<file path="src/rtl/pcpu_mem_arbiter.sv">
// -----------------------------------------------------------------------------
// pcpu_mem_arbiter
//
// Shares one single-port unified memory between the pipeline's instruction
// fetch port (IF) and data memory port (DM). DM wins by default; a starvation
// counter forces an IF grant after STARVE_MAX consecutive contended losses.
// The memory is driven through a req/ack handshake (mem_en held until mem_ack).
// Each completed access returns a one-cycle ready pulse to the port that won it.
//
// Parameters
//   STARVE_MAX : contended arbitrations IF may lose before it is forced (1..15)
//   ADDR_W     : address width
//
// Ports
//   clk, rst                  : clock, asynchronous active-low reset
//   if_req/if_addr            : IF fetch request (held until if_ready)
//   if_rdata/if_ready         : fetched word, one-cycle completion pulse
//   dm_req/dm_we/dm_addr/
//   dm_wdata                  : DM request (held until dm_ready)
//   dm_rdata/dm_ready         : DM read data, one-cycle completion pulse
//   stall_if/stall_mem        : pipeline stalls, req & ~ready
//   mem_en/mem_we/mem_addr/
//   mem_wdata                 : memory request, held stable until mem_ack
//   mem_rdata/mem_ack         : memory response
//
// Optional feature (macro ARB_PERF_CNT_EN)
//   perf_if_stall, perf_dm_stall, perf_forced : free-running 32-bit counters
// -----------------------------------------------------------------------------
module pcpu_mem_arbiter #(
    parameter int unsigned STARVE_MAX = 4,
    parameter int unsigned ADDR_W     = 32
) (
    input  logic              clk,
    input  logic              rst,
    input  logic              if_req,
    input  logic [ADDR_W-1:0] if_addr,
    output logic [31:0]       if_rdata,
    output logic              if_ready,
    input  logic              dm_req,
    input  logic              dm_we,
    input  logic [ADDR_W-1:0] dm_addr,
    input  logic [31:0]       dm_wdata,
    output logic [31:0]       dm_rdata,
    output logic              dm_ready,
    output logic              stall_if,
    output logic              stall_mem,
    output logic              mem_en,
    output logic              mem_we,
    output logic [ADDR_W-1:0] mem_addr,
    output logic [31:0]       mem_wdata,
    input  logic [31:0]       mem_rdata,
    input  logic              mem_ack
`ifdef ARB_PERF_CNT_EN
    ,
    output logic [31:0]       perf_if_stall,
    output logic [31:0]       perf_dm_stall,
    output logic [31:0]       perf_forced
`endif
);

    typedef enum logic [1:0] {
        IDLE,
        BUSY_IF,
        BUSY_DM
    } state_t;

    localparam logic [3:0] STARVE_LIM = 4'(STARVE_MAX);

    state_t     state, state_nxt;
    logic [3:0] starve_cnt, starve_nxt;

    logic if_elig, dm_elig;
    logic grant_if, grant_dm, forced;

    // A port whose ready is pulsing this cycle is already served; ignoring its
    // still-high req keeps one request from being granted twice.
    assign if_elig = if_req & ~if_ready;
    assign dm_elig = dm_req & ~dm_ready;

    assign stall_if  = if_req & ~if_ready;
    assign stall_mem = dm_req & ~dm_ready;

    // NOTE: every signal written here gets a default first, so no path leaves
    // it unassigned and no latch is inferred.
    always_comb begin
        state_nxt  = state;
        starve_nxt = starve_cnt;
        forced     = 1'b0;
        grant_if   = 1'b0;
        grant_dm   = 1'b0;
        case (state)
            IDLE: begin
                forced   = if_elig & dm_elig & (starve_cnt >= STARVE_LIM);
                grant_if = forced | (if_elig & ~dm_elig);
                grant_dm = dm_elig & ~grant_if;
                if (grant_if) begin
                    state_nxt  = BUSY_IF;
                    starve_nxt = '0;
                end else if (grant_dm) begin
                    state_nxt = BUSY_DM;
                    // Only a contended DM win counts against IF.
                    if (if_elig) begin
                        starve_nxt = starve_cnt + 4'd1;
                    end
                end
            end
            BUSY_IF, BUSY_DM: begin
                if (mem_ack) begin
                    state_nxt = IDLE;
                end
            end
            default: state_nxt = IDLE;
        endcase
    end

    // NOTE: sequential state uses non-blocking assignments so every register
    // samples pre-edge values regardless of statement order.
    always_ff @(posedge clk or negedge rst) begin
        if (!rst) begin
            state      <= IDLE;
            starve_cnt <= '0;
        end else begin
            state      <= state_nxt;
            starve_cnt <= starve_nxt;
        end
    end

    // Memory request and response registers. A reset while busy simply drops
    // mem_en; no ready pulse is produced for the aborted access.
    always_ff @(posedge clk or negedge rst) begin
        if (!rst) begin
            mem_en    <= 1'b0;
            mem_we    <= 1'b0;
            mem_addr  <= '0;
            mem_wdata <= '0;
            if_rdata  <= '0;
            dm_rdata  <= '0;
            if_ready  <= 1'b0;
            dm_ready  <= 1'b0;
        end else begin
            if_ready <= 1'b0;
            dm_ready <= 1'b0;
            if (grant_if) begin
                mem_en    <= 1'b1;
                mem_we    <= 1'b0;
                mem_addr  <= if_addr;
                mem_wdata <= '0;
            end else if (grant_dm) begin
                mem_en    <= 1'b1;
                mem_we    <= dm_we;
                mem_addr  <= dm_addr;
                mem_wdata <= dm_wdata;
            end else if (mem_ack && state != IDLE) begin
                mem_en <= 1'b0;
                if (state == BUSY_IF) begin
                    if_ready <= 1'b1;
                    if_rdata <= mem_rdata;
                end else begin
                    dm_ready <= 1'b1;
                    if (!mem_we) begin
                        dm_rdata <= mem_rdata;
                    end
                end
            end
        end
    end

`ifdef ARB_PERF_CNT_EN
    always_ff @(posedge clk or negedge rst) begin
        if (!rst) begin
            perf_if_stall <= '0;
            perf_dm_stall <= '0;
            perf_forced   <= '0;
        end else begin
            perf_if_stall <= perf_if_stall + 32'(stall_if);
            perf_dm_stall <= perf_dm_stall + 32'(stall_mem);
            perf_forced   <= perf_forced + 32'(forced);
        end
    end
`endif

endmodule

</file>
<file path="config.mk">
export PLATFORM = sky130hd
export DESIGN_NAME = pcpu_mem_arbiter
export DESIGN_NICKNAME = d
export VERILOG_FILES = /design/src/rtl/pcpu_mem_arbiter.sv
export SDC_FILE = /design/constraint.sdc
export NUM_CORES = 1
export LEC_CHECK = 0
export CORE_MARGIN = 2
export CORE_UTILIZATION = 42
export CTS_BUF_LIST = sky130_fd_sc_hd__clkbuf_8
export DETAILED_ROUTE_END_ITERATION = 8
export GPL_ROUTABILITY_DRIVEN = 0
export GPL_TIMING_DRIVEN = 0
export MAX_ROUTING_LAYER = met4
export PLACE_DENSITY = 0.82
export REMOVE_ABC_BUFFERS = 1
export SYNTH_ARGS = -nofsm -noshare
export SYNTH_HDL_FRONTEND = slang
export SYNTH_SLANG_ARGS = --single-unit
export TNS_END_PERCENT = 1
</file>
<file path="constraint.sdc">
create_clock -name clk -period 2 [get_ports clk]
set_input_delay 0.6 -clock clk [delete_from_list [all_inputs] [get_ports clk]]
set_output_delay 0.6 -clock clk [all_outputs]
set_load 0.01 [all_outputs]
</file>
==> results.sh, run 1 <==
# source this file to load flow results
export IMPL_p_per_area_nw_per_um2=1580
export IMPL_grt_pass1_wl_mm=25.4
export IMPL_core_area_um2=13200
export IMPL_ys_cells=429
export IMPL_die_area_um2=14400
export IMPL_worstPathRequired_ns=1.40
export IMPL_syn_area_per_cell_um2=13.1
export IMPL_path_max_fanout=2
export IMPL_leakagePower_nw=4.48
export IMPL_port_buffer_count=267
export IMPL_arrival_ns=1.34
export IMPL_final_cell_count_no_fill=892
export IMPL_fp_util_pct=42.8
export IMPL_clk_latency_ns=0.43
export IMPL_hold_viol_final=0
export IMPL_numClockSinks=138
export IMPL_placedCellCount=849
export IMPL_ys_flops=138
export IMPL_cp_slowest_cell="clkdlybuf4s50_1"
export IMPL_htreeDepth=4
export IMPL_fin_nets=842
export IMPL_synth_cell_types=29
export IMPL_setup_viol=0
export IMPL_cp_num_buf_inv=1
export IMPL_irDropWorstVdd_v=0.000912
export IMPL_antenna_found_initial=0
export IMPL_fmax_ghz=0.515
export IMPL_viasPerCell=5.08
export IMPL_cts_tree="yes"
export IMPL_hold_path_class="in -> async"
export IMPL_warnings=27
export IMPL_finalSetupTns_ns=0
export IMPL_first_pass_iters=4
export IMPL_yosysChipArea_um2=5640
export IMPL_io_pins=268
export IMPL_routedWlPerCell_um=18.3
export IMPL_antenna_cells=0
export IMPL_whs_ns=0.153
export IMPL_endpoint_kind="primary output"
export IMPL_cts_buffer_depth=2
export IMPL_cts_root_buf="clkbuf_8"
export IMPL_fin_ws_ns=0.0594
export IMPL_worst_pin_slew_ns=0.686
export IMPL_die_h_um=120
export IMPL_criticalPathCategory="reg -> out"
export IMPL_remaining_drc_errors=0
export IMPL_clkTransAtPathRegs_ns=0.07
export IMPL_slowest_delay_ns=0.57
export IMPL_layout_area_overhead_vs_synth_pct=60.6
export IMPL_nFillCells=943
export IMPL_period_used_pct=97.0
export IMPL_finish_utilization_pct=68.7
export IMPL_grt_max_degree=75
export IMPL_drt_iter0_drc=276
export IMPL_layout_drive_gt1_share_pct=19.0
export IMPL_cts_hold_buf=0
export IMPL_placed_area_um2=8450
export IMPL_start_kind="register"
export IMPL_overflow=0
export IMPL_rsz0062_at_grt="true"
export IMPL_design_area_um2=9060
export IMPL_drv_slew=0
export IMPL_combGateArea_um2=2040
export IMPL_total_power_mw=14.3
export IMPL_maxSlewHeadroom_pct=54.3
export IMPL_syn_area_um2=5640
export IMPL_fp_dieW_um=120
export IMPL_fin_crit_ns=1.94
export IMPL_ant_nets=0
export IMPL_cp_top_family="buffers and inverters"
export IMPL_outcome="finished clean"
export IMPL_ys_seq_share_pct=61.2
export IMPL_rows=42
export IMPL_synthCells=429
export IMPL_busiest_layer="met2"
export IMPL_grt_pass1_vias=4803
export IMPL_flop_area_um2=3460
export IMPL_skew_ns=0.0136
export IMPL_yosys_warnings=0
export IMPL_dp_slack_ns=-0.928
export IMPL_cts_buffers=17
export IMPL_max_cap_viol_count=0
export IMPL_grtUsageTotal_pct=23.8
export IMPL_crit_chain="clkdlybuf4s50_1"
export IMPL_place_hpwl_mm=11.1
[run 1: cells in the mapped netlist, drive strengths merged]
master	number	area [um2]
ha	3	37.5
and2	1	6.26
nand2b	3	18.8
nand2	34	128
buf	23	175
mux2	64	833
nor2b	2	15.0
dfrtp	138	3450
o22ai	1	6.26
nor4b	1	23.8
a22o	34	298
a31oi	1	6.26
nand3b	1	11.3
nand3	2	10.0
o21ai	5	28.8
nor2	36	150
a21oi	66	372
o21a	1	7.51
inv	7	26.3
clkbuf	4	15.0
nor3b	1	12.5
or2	1	6.26
[run 1: state kept, by name, indices dropped and copies added, names as in the netlist, 2 cells and up]
register    cells
if_rdata       32
dm_rdata       32
mem_addr       32
state           2
mem_wdata      32
starve_cnt      4
[run 1: placed cells by master (no fill, tap or decap), types with 3 or more instances in the layout]
cell,n
mux2_2,34
clkbuf_8,21
buf_4,10
mux2_4,30
clkdlybuf4s50_1,201
a21oi_1,55
o21ai_0,4
buf_12,3
nand2b_1,3
a22o_1,34
dlygate4sd2_1,12
clkinv_2,3
nand2_1,34
dfrtp_1,136
a21oi_2,11
inv_1,8
dlymetal6s2s_1,51
nor2_1,34
nor2_4,4
clkinvlp_4,3
[run 1: report_power, final]
part	total [mW]	internal [mW]	switching, mW
sequential	4.94	4.16	0.776
clock	2.10	1.09	1.01
combinational	7.25	4.06	3.19
total	14.3	9.31	4.98
[run 1: per-layer routing]
metal | wire length (um) | up-vias
li1 | - | 2054
met1 | 6450 | 2258
met2 | 8600 | 182
met3 | 847 | 33
met4 | 441 | 0
met5 | 0 | -
[run 1: logic make-up (layout without fill, tap and decap cells)]
family / after synthesis / count (layout) / synth area share, %
compound gates: 108 / 109 / 12.7
fa+ha+maj: 3 / 3 / 0.666
buf+inv: 34 / 318 / 3.84
flops: 138 / 138 / 61.2
mux: 64 / 64 / 14.8
simple gates: 82 / 84 / 6.77
[run 1: cell type report]
cell class | count | share of cell area (%)
clock buffers | 21 | 3.19
clock inverters | 9 | 0.829
inverters | 7 | 0.290
multi-input cells | 260 | 22.6
flip-flops and latches | 138 | 38.1
well taps | 176 | 2.43
repair buffers | 281 | 32.6
[run 1: final timing paths]
check,from,end,slack (ns),depth (start not counted)
setup reg to reg,state[1],mem_addr[18],0.12,7
min in group clk,starve_cnt[1],starve_cnt[1],0.50,2
max in group asynchronous,rst,dm_ready,1.07,2
hold reg to reg,starve_cnt[1],starve_cnt[1],0.50,2
hold / removal,rst,mem_addr[31],0.15,1
setup / recovery,dm_rdata[22],dm_rdata[22],0.06,1
[run 1: repair_timing]
item | in CTS | in global routing
resized | 26 | 52
endpoints found under the setup margin | 102 | 87
buffers inserted | 7 | 3
gates cloned | 3 | 0
pin swaps | 3 | 1
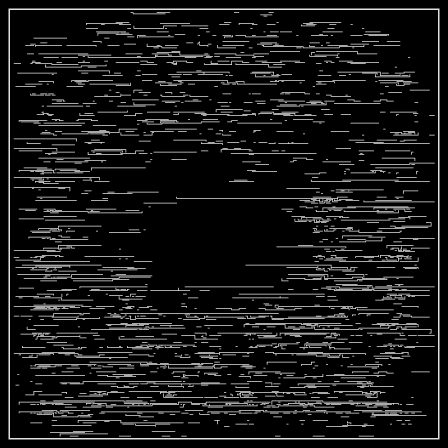
run_1/layer_met1.png
longest straight run: 45.1 um
wire length on this layer: 6,450 um
nets with wire on the layer: 736
Routed WL: 16.3 mm
routing usage on met1: 28.2%

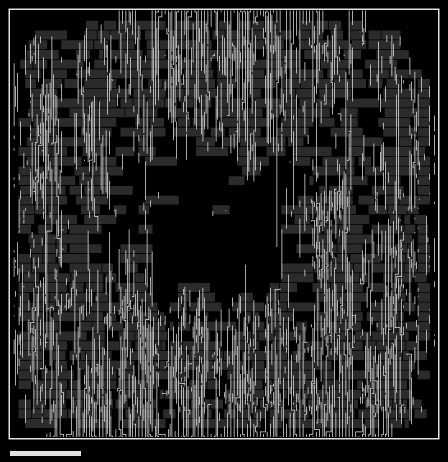
run_1/layer_met2.png
Scale bar: 20 um. Cells faint in the background.
main direction: vertical
nets with wire on the layer: 774
longest straight run: 55.8 um
share of all routed wire: 53%
wire length on this layer: 8,600 um
grt met2 use: 38.9%
total vias in the final route: 4,527

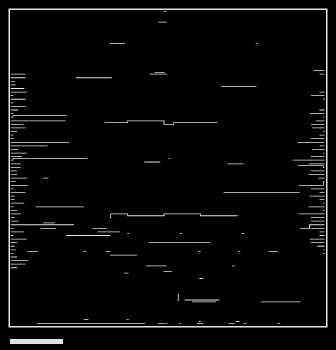
run_1/layer_met3.png
Scale bar: 20 um.
wire length on this layer: 848 um
nets with wire on the layer: 129
share of all routed wire: 5.2%
main direction: horizontal
met3 Use GR: 5.94%

run_1/layer_met4.png
Cells faint in the background.
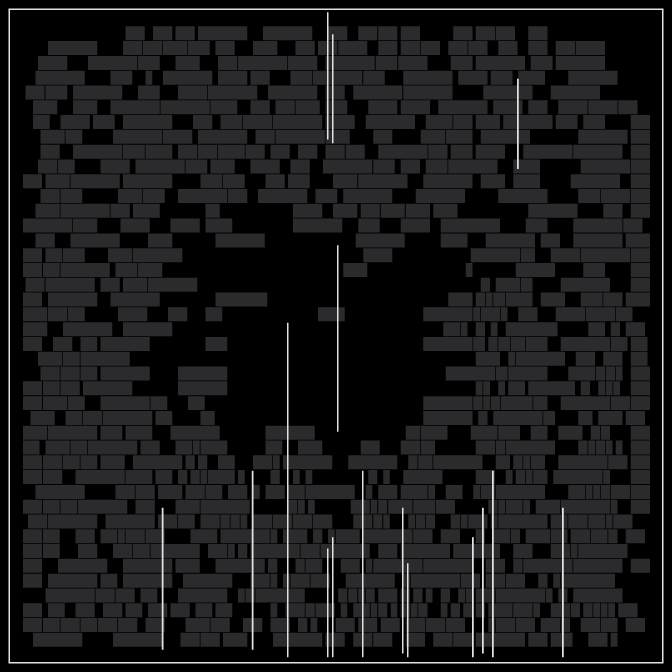

## Run 2: what changed since run 1
HOLD_SLACK_MARGIN = 0.08   (was default)
SKIP_LAST_GASP = 1   (was default)
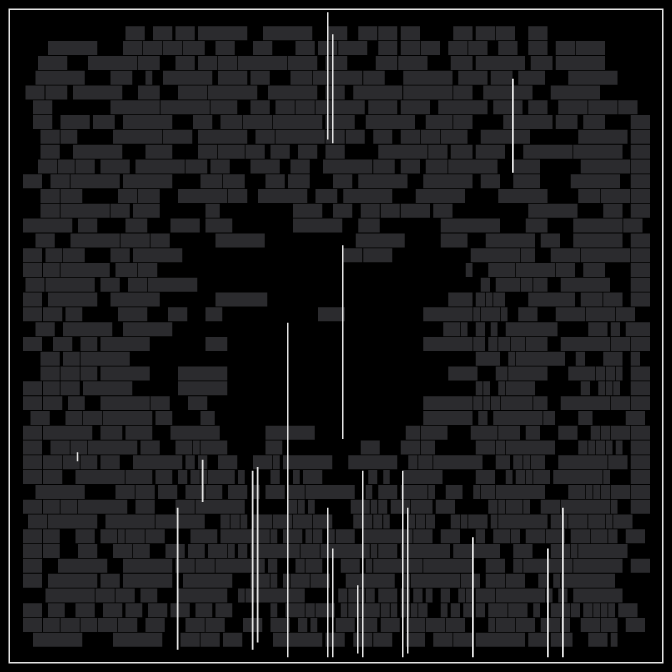
run_2/layer_met4.png
Cells faint in the background.
wire length on this layer: 478 um
share of all routed wire: 2.9%
main direction: vertical
Routed WL: 16.3 mm

==> run 2 against run 1 <==
  * The flow now finishes with violations (negative setup slack)
  * Clock-buffer cell count stayed put
  * Area after synthesis did not move
  * First-iteration DRC count down 2.5%
  * Worst hold slack improved by 0.0030 ns
  * Sequential share of layout area increased by 0.46 points
  * Core utilization shrank 0.83 points
  * Maximum frequency is 6.4% lower
  * Global-route usage about the same
  * Register-to-register slack worse by 0.08 ns
  * Critical path depth up 6
  * Total power grew 1.4%
  * Sequential cell count unchanged
  * Critical endpoint is now mem_wdata[8]
==> results.sh, run 2 <==
# source this file to load flow results
export IMPL_grt_pass1_wl_mm=25.4
export IMPL_ys_cells=429
export IMPL_slowest_delay_ns=0.50
export IMPL_cts_tree="yes"
export IMPL_topCellsByArea="dfrtp_1 (61%), mux2_4 (8.0%), mux2_2 (6.8%)"
export IMPL_fmax_ghz=0.482
export IMPL_endpoint_kind="register"
export IMPL_die_h_um=120
export IMPL_setup_viol=22
export IMPL_synth_top_area_share_pct=61.2
export IMPL_grt_pass1_vias=4796
export IMPL_viasPerCell=5.07
export IMPL_nFillCells=962
export IMPL_lay_top_cells="clkdlybuf4s50_1 (263), dfrtp_1 (136), a21oi_1 (55)"
export IMPL_ant_nets=0
export IMPL_hold_path_class="in -> async"
export IMPL_mux_share_pct=14.8
export IMPL_layout_area_overhead_vs_synth_pct=58.7
export IMPL_fin_ws_ns=-0.0728
export IMPL_p_per_area_nw_per_um2=1620
export IMPL_hold_viol_final=0
export IMPL_violations="negative setup slack"
export IMPL_outcome="complete, but fails checks"
export IMPL_rows=42
export IMPL_syn_area_um2=5640
export IMPL_warnings=28
export IMPL_fin_crit_ns=2.07
export IMPL_overflow=0
export IMPL_final_cell_count_no_fill=893
export IMPL_yosysChipArea_um2=5640
export IMPL_fp_util_pct=42.8
export IMPL_numClockSinks=138
export IMPL_worst_pin_slew_ns=0.616
export IMPL_ys_sh_simple_pct=6.77
export IMPL_synthAdderAreaFrac_pct=0.665
export IMPL_period_used_pct=104
export IMPL_reg2reg_depth=7
export IMPL_grtUsageTotal_pct=23.8
export IMPL_drv_slew=0
export IMPL_aoi_share_pct=12.7
export IMPL_place_hpwl_mm=11.1
export IMPL_clkTransAtPathRegs_ns=0.07
export IMPL_arrival_ns=2.43
export IMPL_ff_type="dfrtp_1"
export IMPL_finish_utilization_pct=67.9
export IMPL_first_pass_iters=4
export IMPL_async_flop_share_pct=100
export IMPL_cts_root_buf="clkbuf_8"
export IMPL_lay_top_count="clkdlybuf4s50_1"
export IMPL_clk_latency_ns=0.43
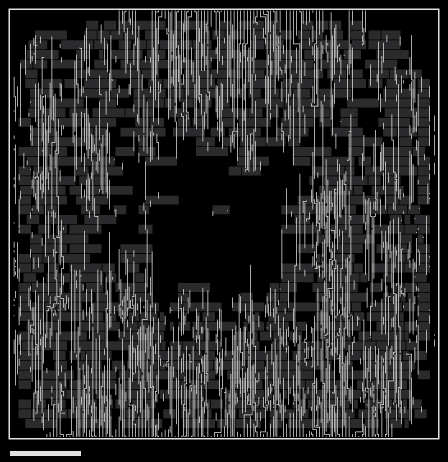
run_2/layer_met2.png
Scale bar: 20 um. Cells faint in the background.
share of all routed wire: 52%
longest straight run: 45.2 um
main direction: vertical
wire length on this layer: 8,450 um
nets with wire on the layer: 771
grt met2 use: 38.8%

==> run 2: per-layer routing <==
metal / global-route usage (%) / wire length (um) / vias up
li1: - / - / 2051
met1: 28.2 / 6570 / 2248
met2: 38.8 / 8450 / 189
met3: 5.94 / 828 / 39
met4: 10.2 / 478 / 0
met5: - / 0 / -
==> run 2: worst max-delay path, delay by kind of cell <==
kind | cells | cell delay (ns)
buf+inv | 3 | 0.88
compound gates | 2 | 0.34
simple gates | 2 | 0.57
==> run 2: per-stage QoR <==
| stage | setup slack, ns | hold slack [ns] | power, mW | TNS (ns) | cell area (um2) |
|---|---|---|---|---|---|
| 3_3_place_gp | -4.95 | 0.477 | 11.9 | -941.24 | 8340 |
| 5_1_grt | -0.113 | 0.168 | 15.3 | -5.86 | 8950 |
| 4_1_cts | -0.288 | 0.158 | 14.5 | -13.07 | 8900 |
| 3_5_place_dp | -0.928 | 0.491 | 12.2 | -70.49 | 8450 |
| 2_1_floorplan | -1.71 | 0.304 | 8.33 | -103.46 | 5450 |
| 6_report | -0.0728 | 0.156 | 14.5 | -0.708 | 8950 |
==> run 2: cell type report <==
class,count,area share (%)
flip-flops and latches,138,38.6
repair buffers,282,31.7
multi-input cells,260,22.9
clock buffers,21,3.23
well taps,176,2.46
clock inverters,9,0.839
inverters,7,0.294
==> run 2: path summary, 6_finish.rpt <==
kind,from,end,slack (ns)
max,dm_req,mem_wdata[8],-0.07
min,rst,mem_addr[31],0.16
max reg2reg,state[0],mem_addr[18],0.04
min reg2reg,starve_cnt[1],starve_cnt[1],0.50
max in group asynchronous,rst,if_rdata[23],1.06
min in group clk,starve_cnt[1],starve_cnt[1],0.50
==> run 2: cells by family after synthesis <==
group           count (synthesis)
buf+inv                        34
fa+ha+maj                       3
simple gates                   82
mux                            64
compound gates                108
flops                         138
==> run 2: report_power, final <==
| group | switching (mW) | total (mW) | internal, mW |
|---|---|---|---|
| Sequential | 0.793 | 4.96 | 4.16 |
| Combinational | 3.19 | 7.43 | 4.24 |
| Clock | 1.01 | 2.10 | 1.09 |
| Total | 4.99 | 14.5 | 9.49 |
==> run 2: repair_timing <==
item,CTS,global route
cloned,3,0
setup endpoints to repair,102,195
resized,7,12
pin swaps,3,2
hold buffers,0,0
buffers inserted,7,4
Power and IR drop assume default switching activity.
